<file path="config.mk">
export PLATFORM = sky130hd
export DESIGN_NAME = mc_control_flat
export DESIGN_NICKNAME = d
export VERILOG_FILES = /design/src/rtl/mc_control_if.sv /design/src/rtl/mc_control.sv /design/src/flat_wrapper.sv
export SDC_FILE = /design/constraint.sdc
export NUM_CORES = 1
export LEC_CHECK = 0
export CORE_MARGIN = 10
export CORE_UTILIZATION = 40
export CTS_CLUSTER_SIZE = 12
export DETAILED_ROUTE_END_ITERATION = 8
export GPL_ROUTABILITY_DRIVEN = 0
export HOLD_SLACK_MARGIN = 0.02
export PLACE_DENSITY = 0.81
export SLEW_MARGIN = 20
export SYNTH_ARGS = -nofsm -noshare
export SYNTH_HDL_FRONTEND = slang
export SYNTH_SLANG_ARGS = --single-unit
</file>
<file path="constraint.sdc">
create_clock -name clk -period 2.9 [get_ports clk]
set_input_delay 0.29 -clock clk [delete_from_list [all_inputs] [get_ports clk]]
set_output_delay 0.29 -clock clk [all_outputs]
set_load 0.1 [all_outputs]
</file>
<file path="src/rtl/mc_control_if.sv">
// Memory handshake bundle between mc_control (master) and the instruction/data memories (slave).
interface mc_control_if;
    logic im_req;
    logic im_ack;
    logic dm_req;
    logic dm_ack;
    logic dm_write_enable;

    modport master (
        output im_req,
        output dm_req,
        output dm_write_enable,
        input  im_ack,
        input  dm_ack
    );

    modport slave (
        input  im_req,
        input  dm_req,
        input  dm_write_enable,
        output im_ack,
        output dm_ack
    );
endinterface

</file>
<file path="src/rtl/mc_control.sv">
// mc_control: multicycle control FSM for a small MIPS subset with bounded memory waits and a sticky fault.
// Define CONTROL_PERF_CNT_EN to add the retired_cnt / cycle_cnt performance counters.
module mc_control #(
    parameter int ALU_OP_W    = 5,
    parameter int EXT_MODE_W  = 3,
    parameter int MEM_TIMEOUT = 15
) (
    input  logic                  clk,
    input  logic                  reset_n,
    mc_control_if.master          mem,
    input  logic [31:0]           instr,
    input  logic                  alu_zero,
    output logic                  ir_load,
    output logic                  pc_enable,
    output logic [2:0]            npc_jump_mode,
    output logic                  rf_write_enable,
    output logic                  cm_rf_write_addr,
    output logic                  cm_rf_write_data,
    output logic                  cm_alu_num2,
    output logic [ALU_OP_W-1:0]   alu_op,
    output logic [EXT_MODE_W-1:0] ext_mode,
    output logic [2:0]            state,
    output logic                  fault,
`ifdef CONTROL_PERF_CNT_EN
    output logic [31:0]           retired_cnt,
    output logic [31:0]           cycle_cnt,
`endif
    output logic [1:0]            fault_code
);

    localparam int WAIT_W = $clog2(MEM_TIMEOUT + 1);
    localparam logic [WAIT_W-1:0] WAIT_LIMIT = WAIT_W'(MEM_TIMEOUT);

    localparam logic [2:0]            NPC_WHEN_EQUAL = 3'd1;
    localparam logic [ALU_OP_W-1:0]   ALU_ADD        = ALU_OP_W'(1);
    localparam logic [ALU_OP_W-1:0]   ALU_SUB        = ALU_OP_W'(2);
    localparam logic [ALU_OP_W-1:0]   ALU_OR         = ALU_OP_W'(4);
    localparam logic [EXT_MODE_W-1:0] EXT_UNSIGNED   = EXT_MODE_W'(0);
    localparam logic [EXT_MODE_W-1:0] EXT_SIGNED     = EXT_MODE_W'(1);
    localparam logic [EXT_MODE_W-1:0] EXT_PAD        = EXT_MODE_W'(2);

    typedef enum logic [2:0] {
        S_FETCH  = 3'd0,
        S_DECODE = 3'd1,
        S_EXEC   = 3'd2,
        S_MEM    = 3'd3,
        S_WB     = 3'd4,
        S_FAULT  = 3'd7
    } state_e;

    typedef enum logic [3:0] {
        K_NONE, K_ADDU, K_SUBU, K_LUI, K_ORI, K_LW, K_SW, K_BEQ, K_NOP, K_ILLEGAL
    } kind_e;

    typedef struct packed {
        logic                  wr_rd;
        logic                  wr_mem;
        logic                  num2_ext;
        logic [ALU_OP_W-1:0]   alu;
        logic [EXT_MODE_W-1:0] ext;
        logic [2:0]            npc;
    } ctrl_t;

    function automatic kind_e decode_kind(input logic [31:0] ir);
        kind_e k;
        k = K_ILLEGAL;
        if (ir == 32'd0) begin
            k = K_NOP;
        end else begin
            case (ir[31:26])
                6'h00: begin
                    if (ir[5:0] == 6'h21)      k = K_ADDU;
                    else if (ir[5:0] == 6'h23) k = K_SUBU;
                end
                6'h0F:   k = K_LUI;
                6'h0D:   k = K_ORI;
                6'h23:   k = K_LW;
                6'h2B:   k = K_SW;
                6'h04:   k = K_BEQ;
                default: k = K_ILLEGAL;
            endcase
        end
        return k;
    endfunction

    function automatic ctrl_t ctrl_of(input kind_e k);
        ctrl_t c;
        c = '0;
        case (k)
            K_ADDU: begin c.wr_rd = 1'b1; c.alu = ALU_ADD; end
            K_SUBU: begin c.wr_rd = 1'b1; c.alu = ALU_SUB; end
            K_LUI:  begin c.num2_ext = 1'b1; c.alu = ALU_OR; c.ext = EXT_PAD; end
            K_ORI:  begin c.num2_ext = 1'b1; c.alu = ALU_OR; c.ext = EXT_UNSIGNED; end
            K_LW: begin
                c.wr_mem   = 1'b1;
                c.num2_ext = 1'b1;
                c.alu      = ALU_ADD;
                c.ext      = EXT_SIGNED;
            end
            K_SW:   begin c.num2_ext = 1'b1; c.alu = ALU_ADD; c.ext = EXT_SIGNED; end
            K_BEQ:  begin c.alu = ALU_SUB; c.npc = NPC_WHEN_EQUAL; end
            default: c = '0;
        endcase
        return c;
    endfunction

    state_e            state_q, state_d;
    kind_e             kind_q, kind_d;
    logic [WAIT_W-1:0] wait_q, wait_d, wait_inc;
    logic              fault_q, fault_d;
    logic [1:0]        fault_code_q, fault_code_d;
    kind_e             dec_kind, act_kind;
    ctrl_t             act_ctrl;

    // alu_zero steers the NPC directly; the control sequence is identical for taken and not-taken beq.
    logic unused_alu_zero;
    assign unused_alu_zero = alu_zero;

    assign dec_kind = decode_kind(instr);
    assign wait_inc = wait_q + WAIT_W'(1);

    always_comb begin
        state_d      = state_q;
        kind_d       = kind_q;
        wait_d       = wait_q;
        fault_d      = fault_q;
        fault_code_d = fault_code_q;
        case (state_q)
            S_FETCH: begin
                if (mem.im_ack) begin
                    state_d = S_DECODE;
                end else if (wait_inc == WAIT_LIMIT) begin
                    state_d      = S_FAULT;
                    fault_code_d = 2'd2;
                end
            end
            S_DECODE: begin
                kind_d = dec_kind;
                if (dec_kind == K_ILLEGAL) begin
                    state_d      = S_FAULT;
                    fault_code_d = 2'd1;
                end else if (dec_kind == K_NOP) begin
                    state_d = S_FETCH;
                end else begin
                    state_d = S_EXEC;
                end
            end
            S_EXEC: begin
                case (kind_q)
                    K_BEQ:      state_d = S_FETCH;
                    K_LW, K_SW: state_d = S_MEM;
                    default:    state_d = S_WB;
                endcase
            end
            S_MEM: begin
                if (mem.dm_ack) begin
                    state_d = (kind_q == K_SW) ? S_FETCH : S_WB;
                end else if (wait_inc == WAIT_LIMIT) begin
                    state_d      = S_FAULT;
                    fault_code_d = 2'd3;
                end
            end
            S_WB:    state_d = S_FETCH;
            S_FAULT: state_d = S_FAULT;
            default: begin
                state_d      = S_FAULT;
                fault_code_d = 2'd1;
            end
        endcase

        if (state_d == S_FAULT) fault_d = 1'b1;

        // Any state change restarts the wait count, so FETCH and MEM always start from zero.
        if (state_d != state_q) begin
            wait_d = '0;
        end else if ((state_q == S_FETCH && !mem.im_ack) || (state_q == S_MEM && !mem.dm_ack)) begin
            wait_d = wait_inc;
        end
    end

    always_ff @(posedge clk or negedge reset_n) begin
        if (!reset_n) begin
            state_q      <= S_FETCH;
            kind_q       <= K_NONE;
            wait_q       <= '0;
            fault_q      <= 1'b0;
            fault_code_q <= 2'd0;
        end else begin
            state_q      <= state_d;
            kind_q       <= kind_d;
            wait_q       <= wait_d;
            fault_q      <= fault_d;
            fault_code_q <= fault_code_d;
        end
    end

    // Datapath selects follow the live decode only in DECODE, the latched kind afterwards.
    always_comb begin
        act_kind = K_NONE;
        if (state_q == S_DECODE) begin
            act_kind = dec_kind;
        end else if (state_q inside {S_EXEC, S_MEM, S_WB}) begin
            act_kind = kind_q;
        end
    end

    assign act_ctrl = ctrl_of(act_kind);

    assign mem.im_req          = reset_n && (state_q == S_FETCH);
    assign mem.dm_req          = reset_n && (state_q == S_MEM);
    assign mem.dm_write_enable = mem.dm_req && (kind_q == K_SW);
    assign ir_load             = mem.im_req && mem.im_ack;
    assign rf_write_enable     = (state_q == S_WB);
    assign pc_enable           = ((state_q == S_DECODE) && (dec_kind == K_NOP))
                              || ((state_q == S_EXEC) && (kind_q == K_BEQ))
                              || (mem.dm_write_enable && mem.dm_ack)
                              || (state_q == S_WB);

    assign npc_jump_mode    = act_ctrl.npc;
    assign cm_rf_write_addr = act_ctrl.wr_rd;
    assign cm_rf_write_data = act_ctrl.wr_mem;
    assign cm_alu_num2      = act_ctrl.num2_ext;
    assign alu_op           = act_ctrl.alu;
    assign ext_mode         = act_ctrl.ext;
    assign state            = state_q;
    assign fault            = fault_q;
    assign fault_code       = fault_code_q;

`ifdef CONTROL_PERF_CNT_EN
    logic [31:0] retired_q, cycle_q;

    always_ff @(posedge clk or negedge reset_n) begin
        if (!reset_n) begin
            retired_q <= 32'd0;
            cycle_q   <= 32'd0;
        end else begin
            if (pc_enable)          retired_q <= retired_q + 32'd1;
            if (state_q != S_FAULT) cycle_q   <= cycle_q + 32'd1;
        end
    end

    assign retired_cnt = retired_q;
    assign cycle_cnt   = cycle_q;
`endif

endmodule

</file>
<file path="src/flat_wrapper.sv">
// flat-port wrapper written by rule: the top's interface ports become plain ports
module mc_control_flat 
#(
    parameter int ALU_OP_W    = 5,
    parameter int EXT_MODE_W  = 3,
    parameter int MEM_TIMEOUT = 15
)
  (clk, reset_n, instr, alu_zero, ir_load, pc_enable, npc_jump_mode, rf_write_enable, cm_rf_write_addr, cm_rf_write_data, cm_alu_num2, alu_op, ext_mode, state, fault, fault_code, mem_im_req, mem_dm_req, mem_dm_write_enable, mem_im_ack, mem_dm_ack);
  mc_control_if mem_i ();
  input  logic clk;
  input  logic reset_n;
  input  logic [31:0] instr;
  input  logic alu_zero;
  output logic ir_load;
  output logic pc_enable;
  output logic [2:0] npc_jump_mode;
  output logic rf_write_enable;
  output logic cm_rf_write_addr;
  output logic cm_rf_write_data;
  output logic cm_alu_num2;
  output logic [ALU_OP_W-1:0] alu_op;
  output logic [EXT_MODE_W-1:0] ext_mode;
  output logic [2:0] state;
  output logic fault;
  output logic [1:0] fault_code;
  output wire logic [$bits(mem_i.im_req)-1:0] mem_im_req;
  output wire logic [$bits(mem_i.dm_req)-1:0] mem_dm_req;
  output wire logic [$bits(mem_i.dm_write_enable)-1:0] mem_dm_write_enable;
  input wire logic [$bits(mem_i.im_ack)-1:0] mem_im_ack;
  input wire logic [$bits(mem_i.dm_ack)-1:0] mem_dm_ack;
  assign mem_im_req = mem_i.im_req;
  assign mem_dm_req = mem_i.dm_req;
  assign mem_dm_write_enable = mem_i.dm_write_enable;
  assign mem_i.im_ack = mem_im_ack;
  assign mem_i.dm_ack = mem_dm_ack;
  mc_control #(.ALU_OP_W(ALU_OP_W), .EXT_MODE_W(EXT_MODE_W), .MEM_TIMEOUT(MEM_TIMEOUT)) u_core (.clk(clk), .reset_n(reset_n), .mem(mem_i), .instr(instr), .alu_zero(alu_zero), .ir_load(ir_load), .pc_enable(pc_enable), .npc_jump_mode(npc_jump_mode), .rf_write_enable(rf_write_enable), .cm_rf_write_addr(cm_rf_write_addr), .cm_rf_write_data(cm_rf_write_data), .cm_alu_num2(cm_alu_num2), .alu_op(alu_op), .ext_mode(ext_mode), .state(state), .fault(fault), .fault_code(fault_code));
endmodule
</file>
Run 1, gate-type map:
Drawn at 4 px/µm.
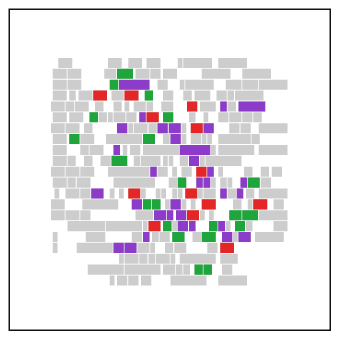
family	color	cells
and/or cells	green	21
aoi and oai cells	purple	33
non-inverting ao/oa cells	red	13
most used logic cell in the final layout: clkdlybuf4s50_1
count of placed standard cells in the final layout, fillers left out: 301

Run 1, signal wires on met3:
Drawn at 6 px/µm.
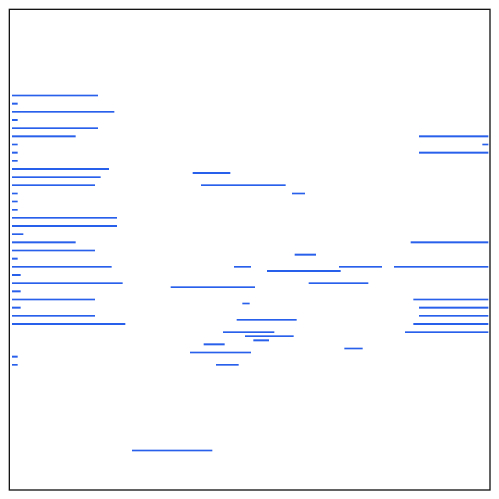
wire length on this layer	493 µm
nets with wire on the layer	57

==> ds_physical_params.txt, run 1 <==
Summary of implementation characteristics

Parameter                              Value

Outcome
  Run status .................. complete, no violations

Power
  Sw Ratio .................. 29.1%
  Part of the power in registers .................. 42.1%

Detailed routing
  Overall via count from detail_route .................. 1,656

Final layout
  Number of fillers in the final layout .................. 263

GRT
  Wire length of the first global-routing pass .................. 7140 µm
  Met2 capacity usage during global routing .................. 18.9%
  GR Overflow Total .................. 0
  Met1 Track Usage GR .................. 17.6%

Setup path
  Worst setup path endpoint .................. alu_op[0]
  Maximum fanout encountered on the critical timing path .................. 5
  Reg2Reg Depth .................. 7
  Slowest cell delay on critical path .................. 0.59 ns
  Cell-by-cell trace of the critical path .................. clkdlybuf4s50_1 -> or4_4 -> a311o_1 -> nand4_1 -> o2bb2ai_1 -> a21oi_1 -> a21o_1 -> buf_12
  Slack of the worst reg-to-reg path .................. 0.64 ns

Yosys
  Yosys warnings .................. 0
  Post-Synthesis Cells .................. 187
  Cell variety after synth .................. 60
  Mean instance size in the synthesized netlist .................. 7.67 µm²

Die
  Initial Util .................. 42.3%

STA
  Setup slack after layout .................. 0.0913 ns
  Setup repair after global routing missed its margin .................. true
  Setup violations, final .................. 0
Run 1, drive-strength map:
Drawn at 4 px/µm.
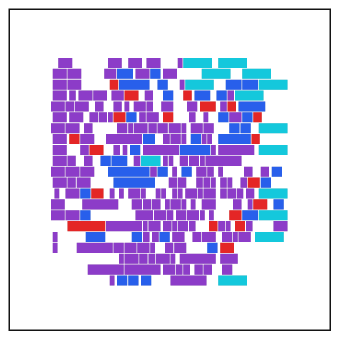
size	color	cells	most used
_6 and larger	cyan	14	buf_12
_2 cells	red	19	nor2_2
_3 and _4 cells	blue	39	buf_4
_0 and _1 cells	purple	183	clkdlybuf4s50_1

-- run 1: power groups by stage --
stage	logic [mW]	clock network [mW]	registers (mW)
3_5_place_dp	0.129	0	0.202
5_1_grt	0.140	0.149	0.199
4_1_cts	0.130	0.144	0.198
6_report	0.131	0.142	0.198
2_1_floorplan	0.0584	0	0.210
3_3_place_gp	0.128	0	0.202
-- run 1: cell usage after synthesis (all sizes together), types with 3 or more instances --
master / count / area [µm²]
nor2: 21 / 78.8
nand2: 19 / 71.3
dfrtp: 14 / 350
nor3: 9 / 50.1
o21ai: 8 / 43.8
a21oi: 7 / 35.0
buf: 7 / 53.8
nor2b: 7 / 51.3
inv: 6 / 22.5
nand4: 6 / 37.5
nor4: 6 / 37.5
or3: 6 / 45.0
and2: 4 / 27.5
and3: 4 / 25.0
nand3: 4 / 20.0
o22a: 4 / 36.3
o31ai: 4 / 30.0
xor2: 4 / 35.0
clkbuf: 3 / 11.3
nand2b: 3 / 21.3
o211ai: 3 / 22.5
xnor2: 3 / 26.3
-- run 1: area by class of cell --
| type | count | area share [%] |
|---|---|---|
| Multi-Input combinational cell | 161 | 46.9 |
| Clock buffer | 4 | 1.54 |
| Timing Repair Buffer | 70 | 32.9 |
| Sequential cell | 14 | 15.2 |
| Inverter | 6 | 0.956 |
| Tap cell | 46 | 2.44 |
-- run 1: cells by family (layout without fill, tap and decap cells) --
logic type | count (synthesis) | count (layout) | synth area share (%)
and+or+nand+nor | 99 | 99 | 38.4
AOI/OAI and AO/OA | 46 | 46 | 23.3
buffers and inverters | 16 | 80 | 6.11
DFF | 14 | 14 | 24.4
xor gates and xnor gates | 7 | 7 | 4.28
adders and majority gates | 2 | 2 | 1.74
muxes | 2 | 2 | 1.48
other | 1 | 5 | 0.262
Run 1, cells colored by class:
Drawn at 4 px/µm. Fill, decap, tap and diode cells in gray.
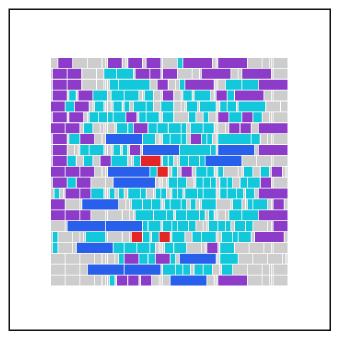

==> inputs of run 2 (changes only) <==
--- a/config.mk
+++ b/config.mk
@@ -5,7 +5,8 @@
 export SDC_FILE = /design/constraint.sdc
 export NUM_CORES = 1
 export LEC_CHECK = 0
-export CORE_MARGIN = 10
+export CAP_MARGIN = 5
+export CORE_MARGIN = 3
 export CORE_UTILIZATION = 40
 export CTS_CLUSTER_SIZE = 12
 export DETAILED_ROUTE_END_ITERATION = 8
Run 2, cells colored by class:
Drawn at 6 px/µm. Fill, decap, tap and diode cells in gray.
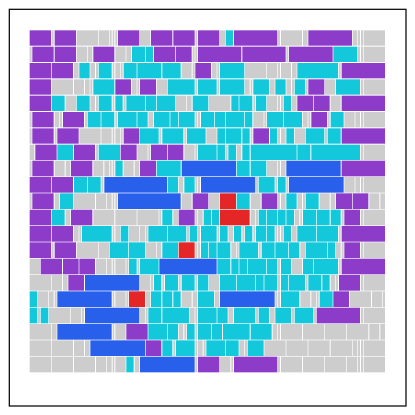
class	color	cells	share of their area
remaining buffers and delay cells	purple	74	35%
sequential cells	blue	14	15%
combinational and other logic	cyan	167	48%
clock drivers and dummy loads	red	4	1.6%

Run 2, gate-type map:
Drawn at 6 px/µm.
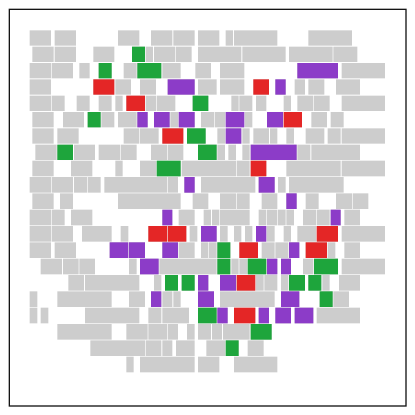
family	color	cells
and/or cells	green	21
aoi and oai cells	purple	33
non-inverting ao/oa cells	red	13

Run 2, drive-strength map:
Drawn at 6 px/µm.
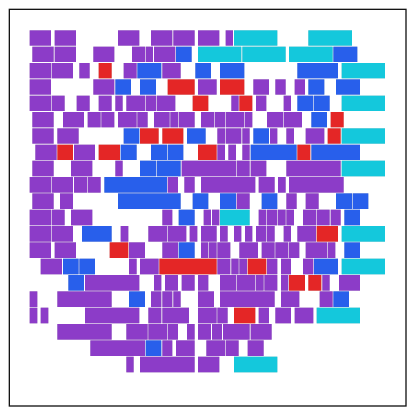
size	color	cells	most used
_3 and _4 cells	blue	42	buf_4
_2 cells	red	20	nor2_2
_0 and _1 cells	purple	183	clkdlybuf4s50_1
_6 and larger	cyan	14	buf_12

==> ds_physical_params.txt, run 2 <==
Summary of implementation characteristics

Parameter                              Value

Yosys
  Post-Synthesis Cells .................. 187
  Yosys warnings .................. 0
  Post-Synth Simple-Gate Area .................. 38.4%
  Cell variety after synth .................. 60
  Dominant cell by count in the synthesized netlist .................. nor2_1
  MUX area fraction .................. 1.48%
  Mean instance size in the synthesized netlist .................. 7.67 µm²
  Ao+oa area frac .................. 23.3%
  Area share of the largest cell type after synthesis .................. 24.4%
  Largest cells by area .................. dfrtp_1 24%, nor2_1 5.5%, nand2_1 5.0%
  Area leader, netlist .................. dfrtp_1
  Top cells by count, synth .................. 21 x nor2_1, 19 x nand2_1, 14 x dfrtp_1, 8 x nor3_1
  Comb area leader .................. simple AND/OR/NAND/NOR gates
  Synth Area in XOR/XNOR .................. 4.28%

GRT
  Met1 Track Usage GR .................. 25.3%
  Vias in the first global route .................. 1,574
  Met3 track demand over resource in global routing .................. 4.59%
  Wire length of the first global-routing pass .................. 6720 µm
  GR Overflow Total .................. 0
  Met2 capacity usage during global routing .................. 31.5%

Detailed routing
  Overall via count from detail_route .................. 1,679
  Total detailed-routing wirelength .................. 4040 µm

Setup path
  Cell-by-cell trace of the critical path .................. or3b_2 -> o21ai_0 -> nand2_1 -> o31ai_4 -> mux2_2 -> nor2_4 -> buf_12
  Maximum fanout encountered on the critical timing path .................. 15
  Data arrival at the endpoint of the critical path .................. 2.49 ns

Final layout
  Final core occ .................. 70.1%
  Most used logic cell in the final layout .................. clkdlybuf4s50_1
  Number of fillers in the final layout .................. 270
  Post-Layout Inst Area .................. 2380 µm²

CTS
  Inserted Clock Buffers .................. 3
  Clock Path Buffers .................. 2

STA
  Setup violations, final .................. 0
  Setup repair after global routing missed its margin .................. false

Outcome
  Run status .................. complete, no violations

Die
  Initial Util .................. 42.3%
==> run 2: cell counts after synthesis <==
Identical to the previous run, type by type.
==> run 2: timing repair <==
item	CTS	global route
hold endpoints to repair	0	0
endpoints found under the setup margin	0	7
gates resized	0	4
setup buffers	0	0
==> run 2: where the power goes <==
part	switching, mW	internal, mW
logic	0.0699	0.0633
clock network	0.0643	0.0764
registers	0.00170	0.197
==> run 2: worst reg2reg max path, delay by kind of cell (launching register included) <==
family,cells,cell delay [ns]
flops,1,0.46
compound gates,5,1.42
fa+ha+maj,1,0.27
simple gates,1,0.18
==> run 2: area by class of cell <==
cell class / instances / share of cell area [%]
multi-input cells: 161 / 46.1
repair buffers: 74 / 33.9
flip-flops and latches: 14 / 15.1
well taps: 46 / 2.42
clock buffers: 4 / 1.53
inverters: 6 / 0.948
==> run 2: through the flow <==
step	setup WS (ns)	hold slack, ns	instances	total power [mW]
global placement	0.0696	0.500	301	0.333
CTS	0.00437	0.386	305	0.476
floorplan	0.00770	-0.00559	191	0.269
finish	0.120	0.405	305	0.472
global route	0.00512	0.388	305	0.495
detailed placement	0.00848	0.503	301	0.334
==> run 2: worst paths after layout <==
check                      slack, ns  cells past startpoint                  from                   end
setup / recovery                0.12                      7       u_core.state[2]             alu_op[1]
hold / removal                  0.41                      2               reset_n      u_core.wait_q[2]
setup reg to reg                0.43                      7      u_core.wait_q[0]  u_core.fault_code[1]
hold reg to reg                 0.52                      1  u_core.fault_code[1]  u_core.fault_code[1]
max in group asynchronous       2.29                      2               reset_n       u_core.state[2]
min in group clk                0.52                      1  u_core.fault_code[1]  u_core.fault_code[1]
Power figures rest on the tool's default switching activity, not on a simulated workload.
